$ cat src/rtl/iir_out_pacer.sv
// iir_out_pacer: output-side rate regulator for the IIR datapath.
// Converts Q2.22 filter samples to Q1.15 (round half up, saturate) on FIFO write
// and replays them to a parallel DAC at one word every INTERVAL clocks.
// Ports:
//   clk, rst_n            clock, asynchronous active-low reset
//   data_in, valid_in     24-bit Q2.22 sample and its single-cycle strobe
//   clr                   synchronous clear of status (FIFO contents untouched)
//   dac_data, dac_strobe  16-bit Q1.15 DAC word and its one-cycle strobe
//   running               pacer is in RUN
//   fifo_level            current FIFO occupancy
//   ovf, unf              sticky overflow / underflow flags
//   in_cnt, out_cnt       input pulses seen / strobes issued
//   max_gap               largest distance between consecutive valid_in
module iir_out_pacer #(
    parameter int unsigned INTERVAL = 10,
    parameter int unsigned DEPTH    = 8,
    parameter int unsigned PRIME    = 4
) (
    input  logic                     clk,
    input  logic                     rst_n,
    input  logic [23:0]              data_in,
    input  logic                     valid_in,
    input  logic                     clr,
    output logic [15:0]              dac_data,
    output logic                     dac_strobe,
    output logic                     running,
    output logic [$clog2(DEPTH):0]   fifo_level,
    output logic                     ovf,
    output logic                     unf,
    output logic [31:0]              in_cnt,
    output logic [31:0]              out_cnt,
    output logic [15:0]              max_gap
);

    localparam int unsigned AW = $clog2(DEPTH);
    localparam int unsigned LW = AW + 1;
    localparam int unsigned CW = (INTERVAL > 1) ? $clog2(INTERVAL) : 1;

    localparam logic signed [24:0] T_MAX = 25'sd32767;
    localparam logic signed [24:0] T_MIN = -25'sd32768;

    typedef enum logic {
        IDLE = 1'b0,
        RUN  = 1'b1
    } state_t;

    state_t          state, state_next;
    logic [CW-1:0]   cnt, cnt_next;

    logic [15:0]     mem [DEPTH];
    logic [AW:0]     wr_ptr, rd_ptr;
    logic [AW:0]     wr_ptr_nx, rd_ptr_nx;

    logic signed [24:0] sum_ext;
    logic signed [24:0] t_shift;
    logic [15:0]        word_q15;

    logic full, empty, pop_due, pop, wr_en, underflow;

    logic [15:0]     gap_cnt;
    logic            gap_armed;

    // Round half up on the 7 dropped fraction bits, then saturate to Q1.15
    always_comb begin
        sum_ext = $signed({data_in[23], data_in}) + 25'sd64;
        t_shift = sum_ext >>> 7;
        if (t_shift > T_MAX) begin
            word_q15 = 16'h7FFF;
        end else if (t_shift < T_MIN) begin
            word_q15 = 16'h8000;
        end else begin
            word_q15 = t_shift[15:0];
        end
    end

    // FIFO handshake; a pop frees a slot for a same-cycle write when full
    always_comb begin
        full      = (fifo_level == LW'(DEPTH));
        empty     = (fifo_level == '0);
        pop_due   = (state == RUN) && (cnt == '0);
        pop       = pop_due && !empty;
        underflow = pop_due && empty;
        wr_en     = valid_in && (!full || pop);
        wr_ptr_nx = wr_en ? (wr_ptr + LW'(1)) : wr_ptr;
        rd_ptr_nx = pop   ? (rd_ptr + LW'(1)) : rd_ptr;
    end

    // Pacer state machine: prime to PRIME words, then pop every INTERVAL clocks
    always_comb begin
        state_next = state;
        cnt_next   = cnt;
        case (state)
            IDLE: begin
                if (fifo_level >= LW'(PRIME)) begin
                    state_next = RUN;
                    cnt_next   = '0;
                end
            end
            RUN: begin
                cnt_next = (cnt == CW'(INTERVAL - 1)) ? '0 : (cnt + CW'(1));
                if (underflow) begin
                    state_next = IDLE;
                end
            end
            default: begin
                state_next = IDLE;
                cnt_next   = '0;
            end
        endcase
    end

    always_ff @(posedge clk or negedge rst_n) begin
        if (!rst_n) begin
            state   <= IDLE;
            cnt     <= '0;
            running <= 1'b0;
        end else begin
            state   <= state_next;
            cnt     <= cnt_next;
            running <= (state_next == RUN);
        end
    end

    // FIFO storage and pointers; the extra pointer bit separates full from empty
    always_ff @(posedge clk or negedge rst_n) begin
        if (!rst_n) begin
            for (int i = 0; i < int'(DEPTH); i++) begin
                mem[i] <= '0;
            end
            wr_ptr     <= '0;
            rd_ptr     <= '0;
            fifo_level <= '0;
        end else begin
            if (wr_en) begin
                mem[wr_ptr[AW-1:0]] <= word_q15;
            end
            wr_ptr     <= wr_ptr_nx;
            rd_ptr     <= rd_ptr_nx;
            fifo_level <= wr_ptr_nx - rd_ptr_nx;
        end
    end

    // DAC output register; dac_data holds between strobes
    always_ff @(posedge clk or negedge rst_n) begin
        if (!rst_n) begin
            dac_data   <= '0;
            dac_strobe <= 1'b0;
        end else begin
            dac_strobe <= pop;
            if (pop) begin
                dac_data <= mem[rd_ptr[AW-1:0]];
            end
        end
    end

    // Status; clr takes priority over any same-cycle event
    always_ff @(posedge clk or negedge rst_n) begin
        if (!rst_n) begin
            ovf       <= 1'b0;
            unf       <= 1'b0;
            in_cnt    <= '0;
            out_cnt   <= '0;
            max_gap   <= '0;
            gap_cnt   <= '0;
            gap_armed <= 1'b0;
        end else if (clr) begin
            ovf       <= 1'b0;
            unf       <= 1'b0;
            in_cnt    <= '0;
            out_cnt   <= '0;
            max_gap   <= '0;
            gap_cnt   <= '0;
            gap_armed <= 1'b0;
        end else begin
            if (valid_in && full && !pop) begin
                ovf <= 1'b1;
            end
            if (underflow) begin
                unf <= 1'b1;
            end
            if (valid_in) begin
                in_cnt <= in_cnt + 32'd1;
            end
            if (pop) begin
                out_cnt <= out_cnt + 32'd1;
            end
            // gap_cnt holds the distance from the last pulse to the current cycle
            if (valid_in) begin
                gap_armed <= 1'b1;
                gap_cnt   <= 16'd1;
                if (gap_armed && (gap_cnt > max_gap)) begin
                    max_gap <= gap_cnt;
                end
            end else if (gap_armed && (gap_cnt != 16'hFFFF)) begin
                gap_cnt <= gap_cnt + 16'd1;
            end
        end
    end

endmodule

$ cat config.mk
export PLATFORM = sky130hd
export DESIGN_NAME = iir_out_pacer
export DESIGN_NICKNAME = d
export VERILOG_FILES = /design/src/rtl/iir_out_pacer.sv
export SDC_FILE = /design/constraint.sdc
export NUM_CORES = 1
export LEC_CHECK = 0
export CELL_PAD_IN_SITES_DETAIL_PLACEMENT = 1
export CELL_PAD_IN_SITES_GLOBAL_PLACEMENT = 1
export CORE_MARGIN = 10
export CORE_UTILIZATION = 32
export CTS_CLUSTER_SIZE = 25
export DETAILED_ROUTE_END_ITERATION = 10
export DONT_BUFFER_PORTS = 1
export PLACE_DENSITY_LB_ADDON = 0.1
export REMOVE_ABC_BUFFERS = 1
export SYNTH_ARGS = -nofsm -noshare
export SYNTH_HDL_FRONTEND = slang
export SYNTH_SLANG_ARGS = --single-unit
export TNS_END_PERCENT = 10
$ cat constraint.sdc
create_clock -name clk -period 4 [get_ports clk]
set_clock_uncertainty 0.1 [all_clocks]
set_input_delay 0.8 -clock clk [delete_from_list [all_inputs] [get_ports clk]]
set_output_delay 0.8 -clock clk [all_outputs]
set_load 0.05 [all_outputs]
Fig. 1: where the registers sit
Other sequential cells in the stronger gray, the rest of the logic in the fainter gray.
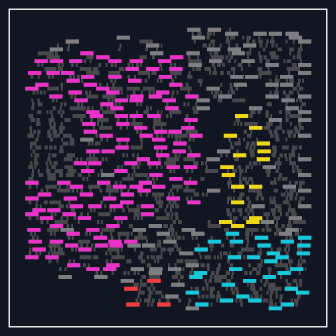
yellow -> gap_cnt  # sequential cells 16, where middle right
cyan -> out_cnt  # sequential cells 32, where lower right
magenta -> mem  # sequential cells 128
red -> cnt  # sequential cells 4, where bottom center
not colored = 81

Fig. 2: a small window of the routed layout
Region (30, 139) to (80, 189) microns. Cells in gray, sequential cells in the stronger gray; small squares are vias.
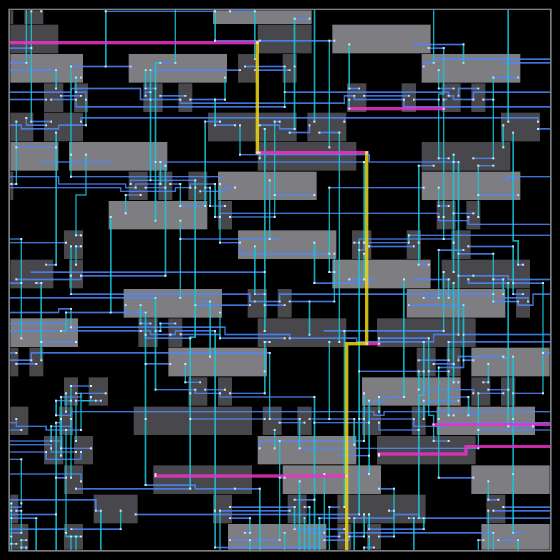
magenta -> M3
yellow -> M4
blue -> M1
cyan -> M2
netlist names of flops here include = mem (22)
most frequent = nand2_1 (23), dfrtp_1 (22), o21ai_0 (12)
sequential cells in the window = 22
cells with their middle in the window = 88

==> results.sh <==
# source this file to load flow results
export IMPL_layout_drive_gt1_share=0.1127
export IMPL_synth_adder_area_share=0.02921
export IMPL_io_pin_count=132
export IMPL_drc=0
export IMPL_final_critical_path_setup_slack_ns=0.7449
export IMPL_fp_row_count=72
export IMPL_synth_simple_gate_area_share=0.1792
export IMPL_global_route_overflow_total=0
export IMPL_synth_yosys_num_cells=1225
export IMPL_syn_avg_cell_area_sq_um=10.35
export IMPL_layout_area_comb_sq_um=5754
export IMPL_crit_top_cell="sky130_fd_sc_hd__xnor2_1"
export IMPL_numCtsBuffers=35
export IMPL_vdd_ir_drop_max_mv=0.3508
export IMPL_syn_area_sq_um=12680
export IMPL_layout_comb_gates_multi_input=868
export IMPL_max_slew_margin_rel=0.3834
export IMPL_pwr_group_combinational_mw=2.39
export IMPL_failed_checks="hold timing"
export IMPL_finalHoldViolations=131
export IMPL_power_report_internal_total_mw=6.471
export IMPL_final_period_minus_worst_setup_slack_ns=3.255
export IMPL_wl_microns=33380
export IMPL_mostFrequentLayoutCell="sky130_fd_sc_hd__dfrtp_1"
export IMPL_total_power_mw=9.678
export IMPL_clock_tree_area_fraction=0.07864
export IMPL_timing_hold_ws_ns=-0.1235
export IMPL_result_of_the_run="finished with violations"
export IMPL_tapcell_cnt=518
export IMPL_design_final_nets=1278
export IMPL_via_count_of_the_first_global_routing_pass=9300
export IMPL_cts_num_sinks=261
export IMPL_finalSetupViolCount=0
export IMPL_critical_path_endpoint_type="flop"
export IMPL_synth_xor_area_share=0.06286
export IMPL_fraction_of_the_core_area_covered_by_cells_at_the_end_of_the_flow=0.3691
export IMPL_grt_start_max_net_pins=262
export IMPL_cpPeakStageDelay_ns=0.69
